## src/rtl/audio_dac_tx.sv

```systemverilog
// audio_dac_tx: mono I2S transmitter for the board codec DAC.
// Accepts a 32-bit signed tone word through a one-deep valid/ready buffer.
// The word is scaled and saturated to 16 bits, then sent on both channels.
// BCLK and LRCLK are generated from CLK. FRAME_START paces the note sequencer.
module audio_dac_tx #(
    parameter int BCLK_DIV = 8,  // CLK cycles per BCLK half-period, >= 2
    parameter int SHIFT    = 8   // arithmetic right shift before saturation
) (
    input  logic        CLK,
    input  logic        RESET,
    input  logic [31:0] SAMPLE_IN,
    input  logic        SAMPLE_VALID,
    output logic        SAMPLE_READY,
    input  logic        CLR_UNDERRUN,
    output logic        FRAME_START,
    output logic        UNDERRUN,
    output logic        AUD_BCLK,
    output logic        AUD_DACLRCK,
    output logic        AUD_DACDAT
);

    localparam int               DIV_W    = (BCLK_DIV > 1) ? $clog2(BCLK_DIV) : 1;
    localparam logic [DIV_W-1:0] DIV_LAST = DIV_W'(BCLK_DIV - 1);

    logic [DIV_W-1:0]   div_cnt;
    logic               div_wrap;
    logic               bclk_fall;
    logic               frame_load;
    logic [5:0]         bit_cnt;
    logic [5:0]         bit_next;
    logic [4:0]         slot_pos;
    logic [3:0]         data_idx;
    logic               slot_has_data;
    logic               data_next;
    logic               buf_full;
    logic [15:0]        buf_data;
    logic [15:0]        frame_data;
    logic [15:0]        last_data;
    logic [15:0]        scaled;
    logic               sample_write;
    logic signed [31:0] shifted;

    // The buffer is empty whenever it can take a new sample.
    assign SAMPLE_READY = !buf_full;

    // Timing strobes and the next serial bit, all derived from current state.
    always_comb begin
        // NOTE: every always_comb output gets a default first so no path can infer a latch.
        div_wrap      = 1'b0;
        bclk_fall     = 1'b0;
        frame_load    = 1'b0;
        bit_next      = 6'd0;
        slot_pos      = 5'd0;
        data_idx      = 4'd0;
        slot_has_data = 1'b0;
        data_next     = 1'b0;
        sample_write  = 1'b0;

        div_wrap      = (div_cnt == DIV_LAST);
        bclk_fall     = div_wrap && AUD_BCLK;
        bit_next      = bit_cnt + 6'd1;
        frame_load    = bclk_fall && (bit_cnt == 6'd63);
        slot_pos      = bit_next[4:0];
        // Slot 1 carries bit 15, slot 16 carries bit 0: MSB one BCLK after LRCLK.
        slot_has_data = (slot_pos >= 5'd1) && (slot_pos <= 5'd16);
        data_idx      = 4'(5'd16 - slot_pos);
        data_next     = slot_has_data ? frame_data[data_idx] : 1'b0;
        sample_write  = SAMPLE_VALID && !buf_full;
    end

    // Scale the incoming word and clamp it into the signed 16-bit range.
    always_comb begin
        shifted = $signed(SAMPLE_IN) >>> SHIFT;
        scaled  = shifted[15:0];
        if (shifted > 32'sd32767) begin
            scaled = 16'h7FFF;
        end else if (shifted < -32'sd32768) begin
            scaled = 16'h8000;
        end
    end

    // BCLK divider: toggle BCLK each time the counter wraps.
    always_ff @(posedge CLK or negedge RESET) begin
        if (!RESET) begin
            // NOTE: sequential state uses non-blocking assignments so every register samples pre-edge values.
            div_cnt  <= '0;
            AUD_BCLK <= 1'b0;
        end else if (div_wrap) begin
            div_cnt  <= '0;
            AUD_BCLK <= !AUD_BCLK;
        end else begin
            div_cnt  <= div_cnt + DIV_W'(1);
        end
    end

    // Serial state advances on BCLK falls: bit position, word select, data.
    always_ff @(posedge CLK or negedge RESET) begin
        if (!RESET) begin
            bit_cnt     <= 6'd63;
            AUD_DACLRCK <= 1'b0;
            AUD_DACDAT  <= 1'b0;
        end else if (bclk_fall) begin
            bit_cnt     <= bit_next;
            AUD_DACLRCK <= bit_next[5];
            AUD_DACDAT  <= data_next;
        end
    end

    // One-cycle frame-start pulse aligned with the fall that loads a frame.
    always_ff @(posedge CLK or negedge RESET) begin
        if (!RESET) begin
            FRAME_START <= 1'b0;
        end else begin
            FRAME_START <= frame_load;
        end
    end

    // Holding buffer and frame load. A load with an empty buffer repeats the
    // last sample; a write landing in that same cycle waits for the next frame.
    always_ff @(posedge CLK or negedge RESET) begin
        if (!RESET) begin
            buf_full   <= 1'b0;
            buf_data   <= 16'h0000;
            frame_data <= 16'h0000;
            last_data  <= 16'h0000;
        end else if (frame_load && buf_full) begin
            frame_data <= buf_data;
            last_data  <= buf_data;
            buf_full   <= 1'b0;
        end else begin
            if (frame_load) begin
                frame_data <= last_data;
            end
            if (sample_write) begin
                buf_data <= scaled;
                buf_full <= 1'b1;
            end
        end
    end

    // Sticky underrun flag; a new underrun beats a simultaneous clear.
    always_ff @(posedge CLK or negedge RESET) begin
        if (!RESET) begin
            UNDERRUN <= 1'b0;
        end else if (frame_load && !buf_full) begin
            UNDERRUN <= 1'b1;
        end else if (CLR_UNDERRUN) begin
            UNDERRUN <= 1'b0;
        end
    end

endmodule

```

## config.mk

```make
export PLATFORM = sky130hd
export DESIGN_NAME = audio_dac_tx
export DESIGN_NICKNAME = d
export VERILOG_FILES = /design/src/rtl/audio_dac_tx.sv
export SDC_FILE = /design/constraint.sdc
export NUM_CORES = 1
export LEC_CHECK = 0
export CAP_MARGIN = 20
export CORE_MARGIN = 2
export CORE_UTILIZATION = 45
export DETAILED_ROUTE_END_ITERATION = 8
export PLACE_DENSITY = 0.7
export SYNTH_ARGS = -nofsm -noshare
export SYNTH_HDL_FRONTEND = slang
export SYNTH_SLANG_ARGS = --single-unit
```

## constraint.sdc

```tcl
create_clock -name CLK -period 2.4 [get_ports CLK]
set_clock_uncertainty 0.15 [all_clocks]
set_input_delay 0.48 -clock CLK [delete_from_list [all_inputs] [get_ports CLK]]
set_output_delay 0.48 -clock CLK [all_outputs]
set_load 0.005 [all_outputs]
```

final_clocks.png
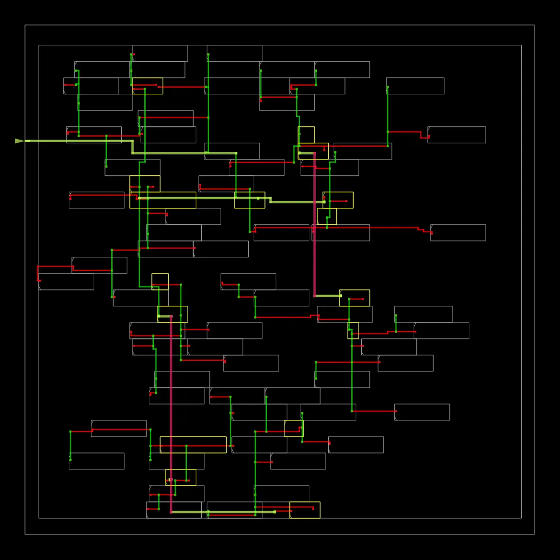
Clk power: 1.01 mW
clock sinks: 63

density.png
(3 px per um) The die is cut into 8 by 8 equal tiles; black is low, pale yellow is high, 0 to 100% covered.
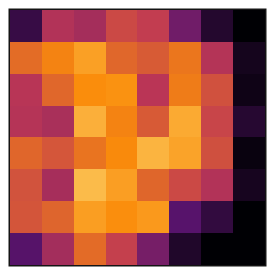
densest ninth of the die: center
fullest tile: 85%
nearly empty tiles: 6.2%
mean over tiles: 49%
tiles over 75% full: 19%

cell_classes.png
(4 px per um) Fill, decap, tap and diode cells in gray.
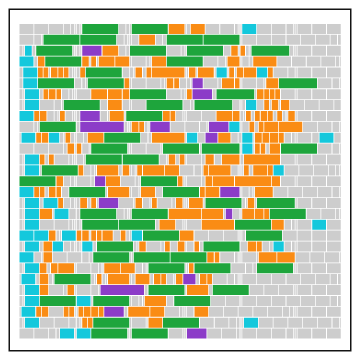
| color | class | cells | share of their area |
|---|---|---|---|
| orange | all other logic | 189 | 37% |
| green | flip-flops | 63 | 44% |
| purple | clock drivers and dummy loads | 16 | 6.2% |
| cyan | other buffers and delay cells | 47 | 12% |

clock_map.png
(6 px per um)
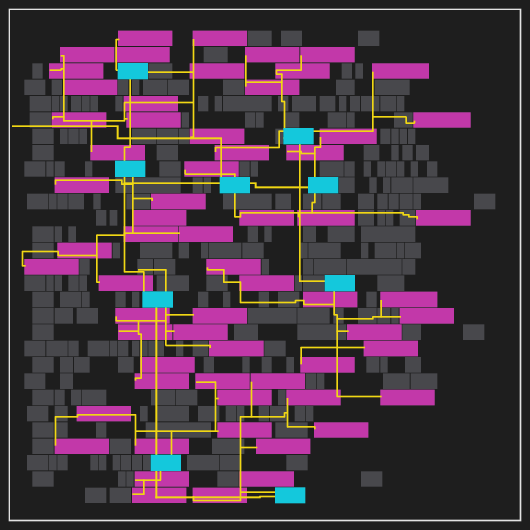
[cyan] cells driving clock nets | count: 9
[magenta] flip-flops | count: 63
[yellow] clock wires | length: 772 um
routed clock nets: 10

==> CHANGELOG.md <==
### Implementation results

* Area fraction in mux cells at 0.1637
* Hold Fails Final Rpt at 0
* Synth top area share at 0.4835
* CTS tree: done
* RR Startpoint: bit_cnt[0]$_DFFE_PN1P_
* Leak at approximately 1.8 nW
* Sequential share of cell area at 0.4322
* Final WS setup at 0.02579 ns
* Setup TNS Final at 0 ns
* Largest fanout on the critical path at 6
* Final instance area at 0.003665 mm^2
* Gpl congestion at 0.7813
* Mapped Avg Cell Area at between 10 and 15 um^2
* GRT Max-Usage Layer: met2
* Mapped Area at 0.002950 mm^2
* TAP cells at 77
* Crit-path slowest cell: dfstp_2
* Ys cells at approximately 270
* Post-synth ARST share at 1.000
* Die area at about 0.0072 mm^2
* Critical R2R Capture: AUD_DACDAT$_DFFE_PN0P_
* WP data arrival at 2.46 ns
* Syn nets at slightly above 300
* Met2 Routed Length at 2568 um
* Yosys Chip Area at around 0.003 mm^2
* First DRT Iteration DRCs at 81
* Max VDD drop at 0.0005197 V
* CP Data Required Time at roughly 2.5 ns
* Share of power burned in registers at 0.496
* Non-clk bufs at 47
* M3 GR Usage at 0.05642
* Top logic family: multiplexers
* Top Registers: buf_data (16), frame_data (16), last_data (16)
* Clock buffers at 9
* Gr usage total at 0.1685
* Max transition margin at 0.6530
* Max_cap viols at 0
* Hold path start: div_cnt[0]$_DFF_PN0_
* Synth cell count leaders: dfrtp_1 (57), nor2_1 (41), nand2_1 (26)
* Layout cell share with drive strength beyond 1 at 0.2254
* Outcome: finished, final reports clean
* Cell Area, Placed at around 0.0034 mm^2
* Max Clock Freq at 0.4212 GHz
* IO Pins at 42
* M1 WL at 2579 um
* Cells after Synth at between 200 and 300
* Seq_cells at roughly 63
* Die X at 84.97 um
* Cell with the most instances after synthesis: dfrtp_1
* Hold_ws at 0.2974 ns
* Number of post-CTS setup repair buffers at 0
* Ant. Diodes at 0
* Hold buffers post-CTS at 1
* Total power draw at ~2.3 mW
* Startpoint Class: flip-flop
* First-pass GRT wire length at 9535 um
* NonClk Buf Share at 0.1181
* Core box area at ~0.0063 mm^2
* Reg clk slew, reported paths at 0.07 ns
* Number of enable flip-flop cells at 0
* Clock power share at 0.450
* Port Buffers at 33
* Most numerous logic cell after layout: dfrtp_1
* Clock network area share at 0.06043
* Log Warnings at 36
* AND-OR/OR-AND share of the synthesized area at 0.09754
* Cts bufs inserted at 9
* Logic cell area at roughly 0.0013 mm^2
* Inverters at 5
* Internal power at 1.744 mW
* Top cells, area: dfrtp_1 (48%), mux2i_1 (5.4%), dfstp_2 (5.3%), nor2_1 (5.2%), mux2_4 (4.1%)
* Worst setup path end: AUD_DACDAT$_DFFE_PN0P_
* Routed vias at 2069
* Top power group: registers
* WL per Instance at 13.97 um
* Worst reg2reg setup slack at 0.03 ns
* Post-layout nets at ~350
* Fin util at 0.5771
* Met3 routed wirelength at 249 um
* Placed insts at 371
* Init Core Util at 0.4646
No activity file was given, so power comes from the tool's default toggle rates.
